`config.mk`:
```
export PLATFORM = sky130hd
export DESIGN_NAME = pc_sequencer_flat
export DESIGN_NICKNAME = d
export VERILOG_FILES = /design/src/rtl/pc_seq_pkg.sv /design/src/rtl/pc_sequencer_if.sv /design/src/rtl/pc_target_calc.sv /design/src/rtl/pc_sequencer.sv /design/src/flat_wrapper.sv
export SDC_FILE = /design/constraint.sdc
export NUM_CORES = 1
export LEC_CHECK = 0
export ABC_AREA = 1
export CORE_ASPECT_RATIO = 1.2
export CORE_MARGIN = 2
export CORE_UTILIZATION = 50
export CTS_BUF_LIST = sky130_fd_sc_hd__clkbuf_2
export CTS_CLUSTER_DIAMETER = 120
export DETAILED_ROUTE_END_ITERATION = 10
export GPL_ROUTABILITY_DRIVEN = 0
export GPL_TIMING_DRIVEN = 0
export PLACE_DENSITY_LB_ADDON = 0.15
export SLEW_MARGIN = 20
export SYNTH_ARGS = -nofsm -noshare
export SYNTH_HDL_FRONTEND = slang
export SYNTH_SLANG_ARGS = --single-unit
```
`constraint.sdc`:
```
create_clock -name clk -period 2.6 [get_ports clk]
set_input_delay 0.26 -clock clk [delete_from_list [all_inputs] [get_ports clk]]
set_output_delay 0.26 -clock clk [all_outputs]
set_load 0.05 [all_outputs]
```
`src/rtl/pc_seq_pkg.sv`:
```
// Shared types and constants for the fetch program-counter sequencer.
package pc_seq_pkg;

  typedef enum logic {
    FETCH = 1'b0,
    FLUSH = 1'b1
  } state_e;

  localparam int PC_STEP          = 4;
  localparam int FLUSH_CYCLES_DEF = 2;
  localparam int FCNT_W           = 4;
  localparam int CNT_W            = 32;

endpackage

```
`src/rtl/pc_sequencer_if.sv`:
```
// Fetch/branch bundle between the PC sequencer (master) and its surroundings (slave).
interface pc_sequencer_if #(
  parameter int ADDR_W = 64
) ();
  import pc_seq_pkg::*;

  logic              stall;
  logic              br_valid;
  logic              br_taken;
  logic [ADDR_W-1:0] br_pc;
  logic [ADDR_W-1:0] br_offset;
  logic              imem_ready;
  logic              imem_req;
  logic [ADDR_W-1:0] imem_addr;
  logic              flush;
  logic [CNT_W-1:0]  taken_cnt;

  modport master (
    input  stall, br_valid, br_taken, br_pc, br_offset, imem_ready,
    output imem_req, imem_addr, flush, taken_cnt
  );

  modport slave (
    output stall, br_valid, br_taken, br_pc, br_offset, imem_ready,
    input  imem_req, imem_addr, flush, taken_cnt
  );

endinterface

```
`src/rtl/pc_target_calc.sv`:
```
// Branch target adder: word offset scaled to bytes, added to the branch PC, word-aligned.
module pc_target_calc #(
  parameter int ADDR_W = 64
) (
  input  logic [ADDR_W-1:0] br_pc_i,
  input  logic [ADDR_W-1:0] br_offset_i,
  output logic [ADDR_W-1:0] target_o
);

  logic [ADDR_W-1:0] sum;

  // Offset is already sign-extended, so a plain wrapping add handles backward branches.
  assign sum      = br_pc_i + (br_offset_i << 2);
  assign target_o = {sum[ADDR_W-1:2], 2'b00};

endmodule

```
`src/rtl/pc_sequencer.sv`:
```
// Fetch PC register, request handshake, branch redirect with flush bubbles, taken-branch counter.
module pc_sequencer
  import pc_seq_pkg::*;
#(
  parameter int                ADDR_W       = 64,
  parameter logic [ADDR_W-1:0] RESET_PC     = '0,
  parameter int                FLUSH_CYCLES = FLUSH_CYCLES_DEF
) (
  input  logic           clk,
  input  logic           rst,
  pc_sequencer_if.master seq_bus
);

  state_e            state_q, state_d;
  logic [ADDR_W-1:0] pc_q, pc_d;
  logic [FCNT_W-1:0] fcnt_q, fcnt_d;
  logic              flush_q, flush_d;
  logic [CNT_W-1:0]  taken_cnt_q, taken_cnt_d;

  logic [ADDR_W-1:0] target;
  logic              req;
  logic              accept;
  logic              redirect;

  pc_target_calc #(.ADDR_W(ADDR_W)) u_target (
    .br_pc_i     (seq_bus.br_pc),
    .br_offset_i (seq_bus.br_offset),
    .target_o    (target)
  );

  // Reset is gated in so no request leaks out while the sequencer is held in reset.
  assign req      = (state_q == FETCH) && !seq_bus.stall && !rst;
  assign accept   = req && seq_bus.imem_ready;
  assign redirect = seq_bus.br_valid && seq_bus.br_taken && (state_q == FETCH);

  always_comb begin
    // NOTE: every next-state signal gets its hold value first so no path leaves it unassigned (no latch).
    state_d     = state_q;
    pc_d        = pc_q;
    fcnt_d      = fcnt_q;
    flush_d     = 1'b0;
    taken_cnt_d = taken_cnt_q;

    unique case (state_q)
      FETCH: begin
        if (redirect) begin
          pc_d    = target;
          flush_d = 1'b1;
          fcnt_d  = FCNT_W'(FLUSH_CYCLES);
          state_d = FLUSH;
          if (taken_cnt_q != '1) taken_cnt_d = taken_cnt_q + 1'b1;
        end else if (accept) begin
          pc_d = pc_q + ADDR_W'(PC_STEP);
        end
      end
      FLUSH: begin
        // Branch inputs here come from wrong-path instructions and are ignored.
        fcnt_d = fcnt_q - 1'b1;
        if (fcnt_q == FCNT_W'(1)) state_d = FETCH;
      end
      default: state_d = FETCH;
    endcase
  end

  // NOTE: state registers use non-blocking assignments so every flop samples pre-edge values.
  always_ff @(posedge clk or posedge rst) begin
    if (rst) begin
      state_q     <= FETCH;
      pc_q        <= RESET_PC;
      fcnt_q      <= '0;
      flush_q     <= 1'b0;
      taken_cnt_q <= '0;
    end else begin
      state_q     <= state_d;
      pc_q        <= pc_d;
      fcnt_q      <= fcnt_d;
      flush_q     <= flush_d;
      taken_cnt_q <= taken_cnt_d;
    end
  end

  assign seq_bus.imem_req  = req;
  assign seq_bus.imem_addr = pc_q;
  assign seq_bus.flush     = flush_q;
  assign seq_bus.taken_cnt = taken_cnt_q;

endmodule

```
`src/flat_wrapper.sv`:
```
// flat-port wrapper written by rule: the top's interface ports become plain ports
module pc_sequencer_flat import pc_seq_pkg::*;
#(
  parameter int                ADDR_W       = 64,
  parameter logic [ADDR_W-1:0] RESET_PC     = '0,
  parameter int                FLUSH_CYCLES = FLUSH_CYCLES_DEF
)
  (clk, rst, seq_bus_stall, seq_bus_br_valid, seq_bus_br_taken, seq_bus_br_pc, seq_bus_br_offset, seq_bus_imem_ready, seq_bus_imem_req, seq_bus_imem_addr, seq_bus_flush, seq_bus_taken_cnt);
  pc_sequencer_if #(.ADDR_W(ADDR_W)) seq_bus_i ();
  input  logic clk;
  input  logic rst;
  input wire logic [$bits(seq_bus_i.stall)-1:0] seq_bus_stall;
  input wire logic [$bits(seq_bus_i.br_valid)-1:0] seq_bus_br_valid;
  input wire logic [$bits(seq_bus_i.br_taken)-1:0] seq_bus_br_taken;
  input wire logic [$bits(seq_bus_i.br_pc)-1:0] seq_bus_br_pc;
  input wire logic [$bits(seq_bus_i.br_offset)-1:0] seq_bus_br_offset;
  input wire logic [$bits(seq_bus_i.imem_ready)-1:0] seq_bus_imem_ready;
  output wire logic [$bits(seq_bus_i.imem_req)-1:0] seq_bus_imem_req;
  output wire logic [$bits(seq_bus_i.imem_addr)-1:0] seq_bus_imem_addr;
  output wire logic [$bits(seq_bus_i.flush)-1:0] seq_bus_flush;
  output wire logic [$bits(seq_bus_i.taken_cnt)-1:0] seq_bus_taken_cnt;
  assign seq_bus_i.stall = seq_bus_stall;
  assign seq_bus_i.br_valid = seq_bus_br_valid;
  assign seq_bus_i.br_taken = seq_bus_br_taken;
  assign seq_bus_i.br_pc = seq_bus_br_pc;
  assign seq_bus_i.br_offset = seq_bus_br_offset;
  assign seq_bus_i.imem_ready = seq_bus_imem_ready;
  assign seq_bus_imem_req = seq_bus_i.imem_req;
  assign seq_bus_imem_addr = seq_bus_i.imem_addr;
  assign seq_bus_flush = seq_bus_i.flush;
  assign seq_bus_taken_cnt = seq_bus_i.taken_cnt;
  pc_sequencer #(.ADDR_W(ADDR_W), .RESET_PC(RESET_PC), .FLUSH_CYCLES(FLUSH_CYCLES)) u_core (.clk(clk), .rst(rst), .seq_bus(seq_bus_i));
endmodule
```
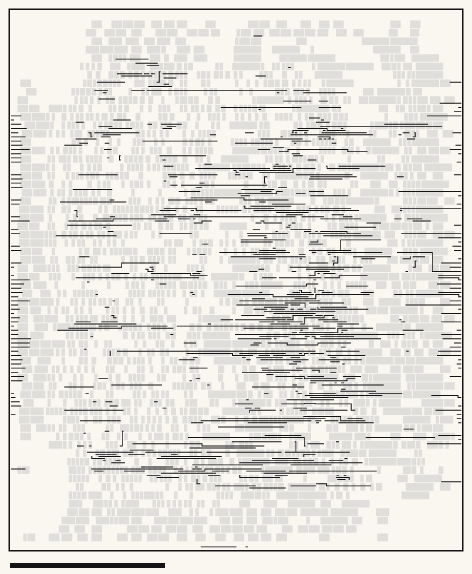
(run_1/m3.png)
Scale bar: 50 um. Cells faint in the background.
nets with wire on the layer = 423
share of all routed wire = 9.5%
wire length on this layer = 4320 um
main direction = horizontal
longest straight run = 63.9 um

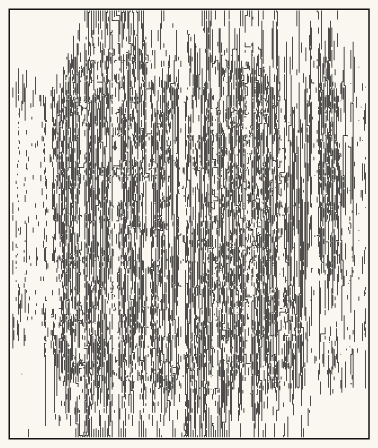
(run_1/m2.png)
wire length on this layer = 21.6 mm
longest straight run = 64.6 um
share of all routed wire = 48%
nets with wire on the layer = 2074
main direction = vertical

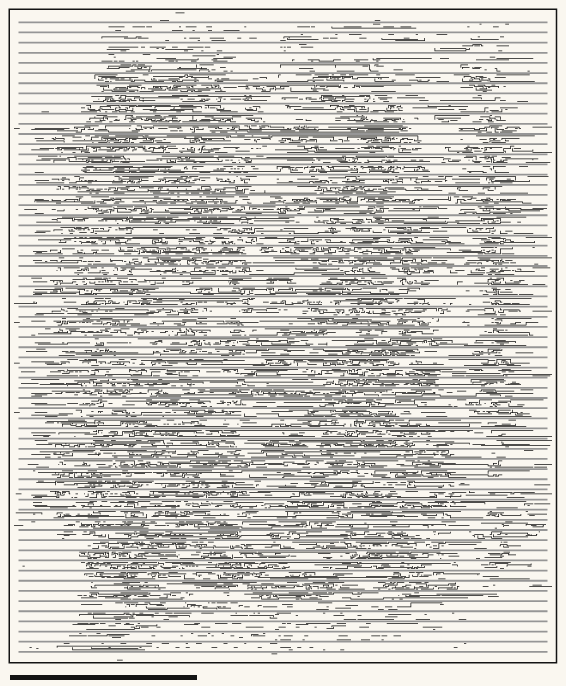
(run_1/m1.png)
Scale bar: 50 um. Supply wires on this layer in grey.
nets with wire on the layer = 2410
wire length on this layer = 16800 um
main direction = horizontal

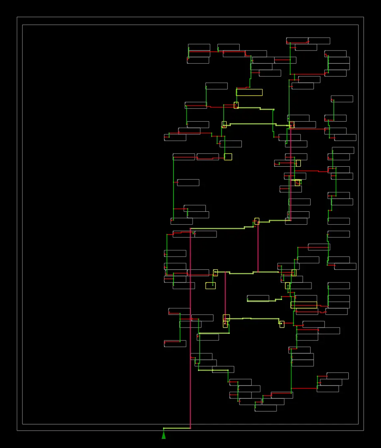
(run_1/clock_nets.png)
Layout Skew: 0.0418 ns
sequential cell count of the final layout: 100

==> notes.md, run 1 <==
Flow results follow.

The kind of cell adding the most delay to the critical path is simple AND/OR/NAND/NOR gates. The number of global-route vias before repair came to 13827. Post-CTS repair ended up resizing 0 cells. In this run the standard cell core region covers 23900 um2. The count of state elements after synthesis is 100. The number of buffers on the longest clock path is 2. Per the synth stats, the flop cell with the highest instance count is sky130_fd_sc_hd__dfrtp_1. The share of the core area taken by cells at floorplan is around half. On met1, the global router reports a usage of between 40% and 50%. The met3 usage is 4.36%. For this run, design rule violations remaining after detail routing come to 0. The post-CTS clock slew at the launch and capture registers of the worst setup and hold paths is 0.29 ns. The utilization after layout is 62.8%.

The transition at the pin with the smallest max-transition slack is 0.868 ns. The worst voltage drop across the vdd grid is 0.520 mV. The required arrival time at the worst endpoint is 3.16 ns. Based on the critical path, the design can be clocked at up to approximately 380 MHz. The setup violation total in the final timing report is 1. The worst register-to-register path depth is 8. The cell area after placement is 14900 um2. Of all cell types, the one taking the most synthesized area is sky130_fd_sc_hd__nand2_1. The worst setup path is launched from an input port.

For the final routed database, the setup TNS stands at -0.0563 ns. The setup slack after layout is -0.0563 ns. The length of routed wiring on met1 is about 17 mm.

The top cell type's share of synthesized area is 23.8%. Hold timing on the final database bottoms out at a slack of approximately 0.054 ns. The area of the mapped netlist is about 12000 um2.

The STA report counts the stages on the worst setup path as 15. The buffer_ports step reported a buffer count of 225. The placement row count is 62.

For this run, the number of Yosys warnings is 0. Looking at the critical path, the highest net fanout was 4. The delay of the slowest critical-path stage is 0.40 ns. The critical path's slowest stage uses the library cell sky130_fd_sc_hd__clkdlybuf4s50_1.

Summing the areas of all xor and xnor instances in the mapped netlist gives 4.19% of the synthesized area. The main logic family after synthesis is simple AND/OR/NAND/NOR gates. The net switching fraction of the power is a little under three fifths. The run finished, with violations left. Per the GRT congestion report, total overflow comes to 0. The checks that failed: negative setup slack. The TritonCTS clock tree is done. The layout cell share with drive strength beyond 1 is about 3.7%. The main area contributors are sky130_fd_sc_hd__nand2_1 24%, sky130_fd_sc_hd__dfrtp_1 21%, sky130_fd_sc_hd__inv_1 11%. The most used routing layer in global routing is met2. For reference, the critical path cell chain is clkdlybuf4s50_1, ha_1, fa_1, nand2_1, nand3_1, nand2_1, inv_1, a21oi_2, nor2_1, o21ai_0, nand3_1, nand2_1, nand3_1, nand2_1, nand2_1. In the synthesized netlist, the cells that appear most often are 771 x sky130_fd_sc_hd__nand2_1, 352 x sky130_fd_sc_hd__inv_1, 238 x sky130_fd_sc_hd__nor2_1, 154 x sky130_fd_sc_hd__nand3_1, 103 x sky130_fd_sc_hd__a21oi_1. The power report attributes to the sequential group a share of ~28%. The horizontal die dimension is 146 um. The critical path ends at u_core.seq_bus.imem_addr[50]. The estimated wirelength of the detail-placed design is 37.3 mm.
run 1: power groups by stage:
stage	clock (W)	combinational, W	sequential [W]
final	0.000906	0.00660	0.00294
after global routing	0.000970	0.00708	0.00300
after CTS	0.000910	0.00649	0.00290
after detailed placement	0	0.00647	0.00293
after global placement	0	0.00638	0.00292
after floorplan	0	0.00276	0.00432
run 1: final cells by class:
class	count	area, um2
Antenna cell	1	2.50
Buffer	28	133
Clock buffer	9	45.0
Clock inverter	7	97.6
Fill cell	2407	8880
Inverter	361	1360
Multi-Input combinational cell	1657	8160
Sequential cell	100	2500
Tap cell	320	400
Timing Repair Buffer	228	2310
## Run 2: what changed since run 1
--- a/config.mk
+++ b/config.mk
@@ -7,7 +7,7 @@
 export LEC_CHECK = 0
 export ABC_AREA = 1
 export CORE_ASPECT_RATIO = 1.2
-export CORE_MARGIN = 2
+export CORE_MARGIN = 4
 export CORE_UTILIZATION = 50
 export CTS_BUF_LIST = sky130_fd_sc_hd__clkbuf_2
 export CTS_CLUSTER_DIAMETER = 120
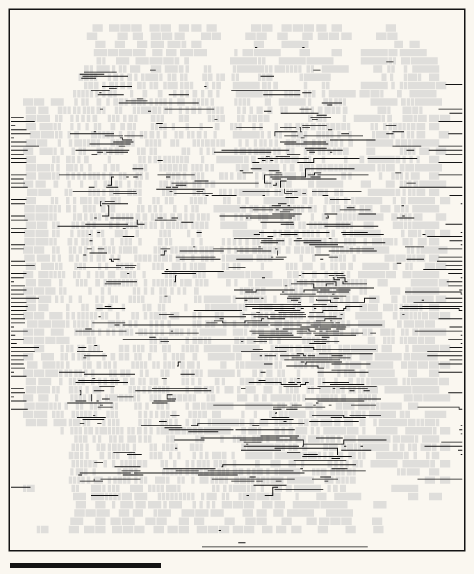
(run_2/m3.png)
Scale bar: 50 um. Cells faint in the background.
nets with wire on the layer = 402
share of all routed wire = 9.6%
longest straight run = 67.2 um
main direction = horizontal
wire length on this layer = 4370 um

==> run 2 against run 1 <==
Net effect:
- the flow finishes with violations (design-rule violations)
- power fell by 0.79%
- area after synthesis did not move
- non-clock buffer count increased by 1
- largest cell class unchanged
- largest power group unchanged
==> notes.md, run 2 <==
Flow results follow.

The floorplan core density is 50.8%. The largest single stage delay on the critical path is 0.53 ns. The utilization after layout is 62.9%. The number of global-route vias before repair is 13803.

The estimated wirelength of the detail-placed design is 37.7 mm. The most frequently used flop master after synthesis is sky130_fd_sc_hd__dfrtp_1. Subtracting the final worst setup slack from the clock period gives 2.46 ns.

Gates resized during post-CTS repair numbered 1. The count of flip-flops and latches is 100. In the final layout, flip-flops and latches occupy 2500 um2. The setup slack after layout is 0.136 ns. The hold path startpoint is seq_bus_br_taken. The data-path buffer share of cell area in the final layout is 16.4%.

The top cell type's share of synthesized area is 23.8%. The signal on the critical path passes through buf_2, nor3_4, inv_2, clkbuf_2, clkbuf_1, a21oi_1, o22ai_1, inv_1. The worst VDD IR drop from the latest analysis is 0.523 mV.

The core box area is 23900 um2. Once placement finished, the instance area stood at 14900 um2. The number of remaining DRC errors is 1. The synthesis stat section lists a flop and latch total of 100. The final worst clock skew is 0.0506 ns. The final antenna diode count is 1. Ranked by instance count, the synthesized netlist is headed by 771 x sky130_fd_sc_hd__nand2_1, 352 x sky130_fd_sc_hd__inv_1, 238 x sky130_fd_sc_hd__nor2_1, 154 x sky130_fd_sc_hd__nand3_1, 103 x sky130_fd_sc_hd__a21oi_1. TritonCTS built the clock tree.

The most critical setup path has its endpoint at u_core.seq_bus.imem_addr[13]. The iteration-0 DRC count of the detailed router is 1756. The register share after synthesis is 20.6%.

The fraction of standard cell area in multi-input logic is 54.4%. The main area contributors are sky130_fd_sc_hd__nand2_1 24%, sky130_fd_sc_hd__dfrtp_1 21%, sky130_fd_sc_hd__inv_1 11%. Counting buffers and inverters, the worst setup path is 8 cells deep. The switching component of the power was reported as 0.00594 W.

The multi-input gate area in the final layout is a little over 8000 um2. Measured in cells, the most critical reg-to-reg path has a length of 8. After floorplanning, the core was divided into 62 placement rows.

The wire length of the first global-routing pass is 69.6 mm. The top cell class by occupied area is combinational gates. The number of nets still failing antenna checks after routing is 0. The run finished, with violations left.

Registers represent a cell area share of between 10% and 20%. The switching portion of total power comes to 57.3%. For this run, the final setup violation count is recorded as 0. The detailed router reported a total wirelength of 45.3 mm. The layout clock buffer count is 9. The biggest fanout along the worst timing path is 10. For reference, the top logic cell family by area is simple AND/OR/NAND/NOR gates. The post-CTS setup-driven buffer insertion count is 0. The checks that failed: design-rule violations. Hold analysis lists the worst path endpoint as u_core.fcnt_q[1]. The total overflow left after global routing is 0. The tally of yosys warning messages is 0. The horizontal die dimension is roughly 150 um. The largest total area in the synthesized netlist belongs to sky130_fd_sc_hd__nand2_1. The highest achievable clock rate is a little over 400 MHz.

CTS reports a maximum clock tree buffer depth of 2. Per the synthesis report, the XOR/XNOR share of the synthesized area is 4.19%. The synthesized netlist handed to floorplanning was reported with a cell count of ~2100. The power share of the sequential group is 28.2%. The kind of cell adding the most delay to the critical path is buffers and inverters. The synthesized netlist occupies a cell area of 12100 um2. The largest individual stage delay along the critical path comes from the cell sky130_fd_sc_hd__nor3_4.

The setup TNS is 0 ns. The transition at the pin with the smallest max-transition slack is between 0.8 and 0.9 ns. The number of fill cells is roughly 2400.

According to the tapcell log, the count of inserted taps is roughly 320. The post-CTS clock slew at the launch and capture registers of the worst setup and hold paths is 0.30 ns. The most critical hold endpoint after final layout shows a slack of 0.315 ns. The area of the chip is 26800 um2. In the final layout, excluding clock buffers the buffer count is 257.

For this run, combinational gates with multiple inputs come to 1657. The most instantiated library cell after synthesis is sky130_fd_sc_hd__nand2_1. Of the cells placed in the final design, the portion with a size suffix greater than 1 is 3.81%.

Clock tree buffers and inverters occupy less than 1% of the routed design's cell area. The required arrival time at the worst endpoint is 3.24 ns. The number of non-clock inverters is 361.

The number of buffer cells added on primary ports is 225. The sort of element at the start of the critical path is a register.
run 2: power by group through the flow:
| stage | Sequential (W) | Combinational, W | Clock (W) |
|---|---|---|---|
| 5_1_grt | 0.00300 | 0.00710 | 0.000876 |
| 6_report | 0.00293 | 0.00661 | 0.000833 |
| 2_1_floorplan | 0.00432 | 0.00276 | 0 |
| 3_3_place_gp | 0.00291 | 0.00639 | 0 |
| 4_1_cts | 0.00289 | 0.00651 | 0.000828 |
| 3_5_place_dp | 0.00292 | 0.00648 | 0 |
run 2: routing by layer:
layer  part of all wire (%)  vias to the layer above  GRT usage, %
li1                       -                     7236             -
met1                     36                     6629          38.0
met2                     47                      908          57.8
met3                    9.6                      224          5.18
met4                    7.0                        0          19.7
met5                      0                        -             0
Power and IR drop assume default switching activity.
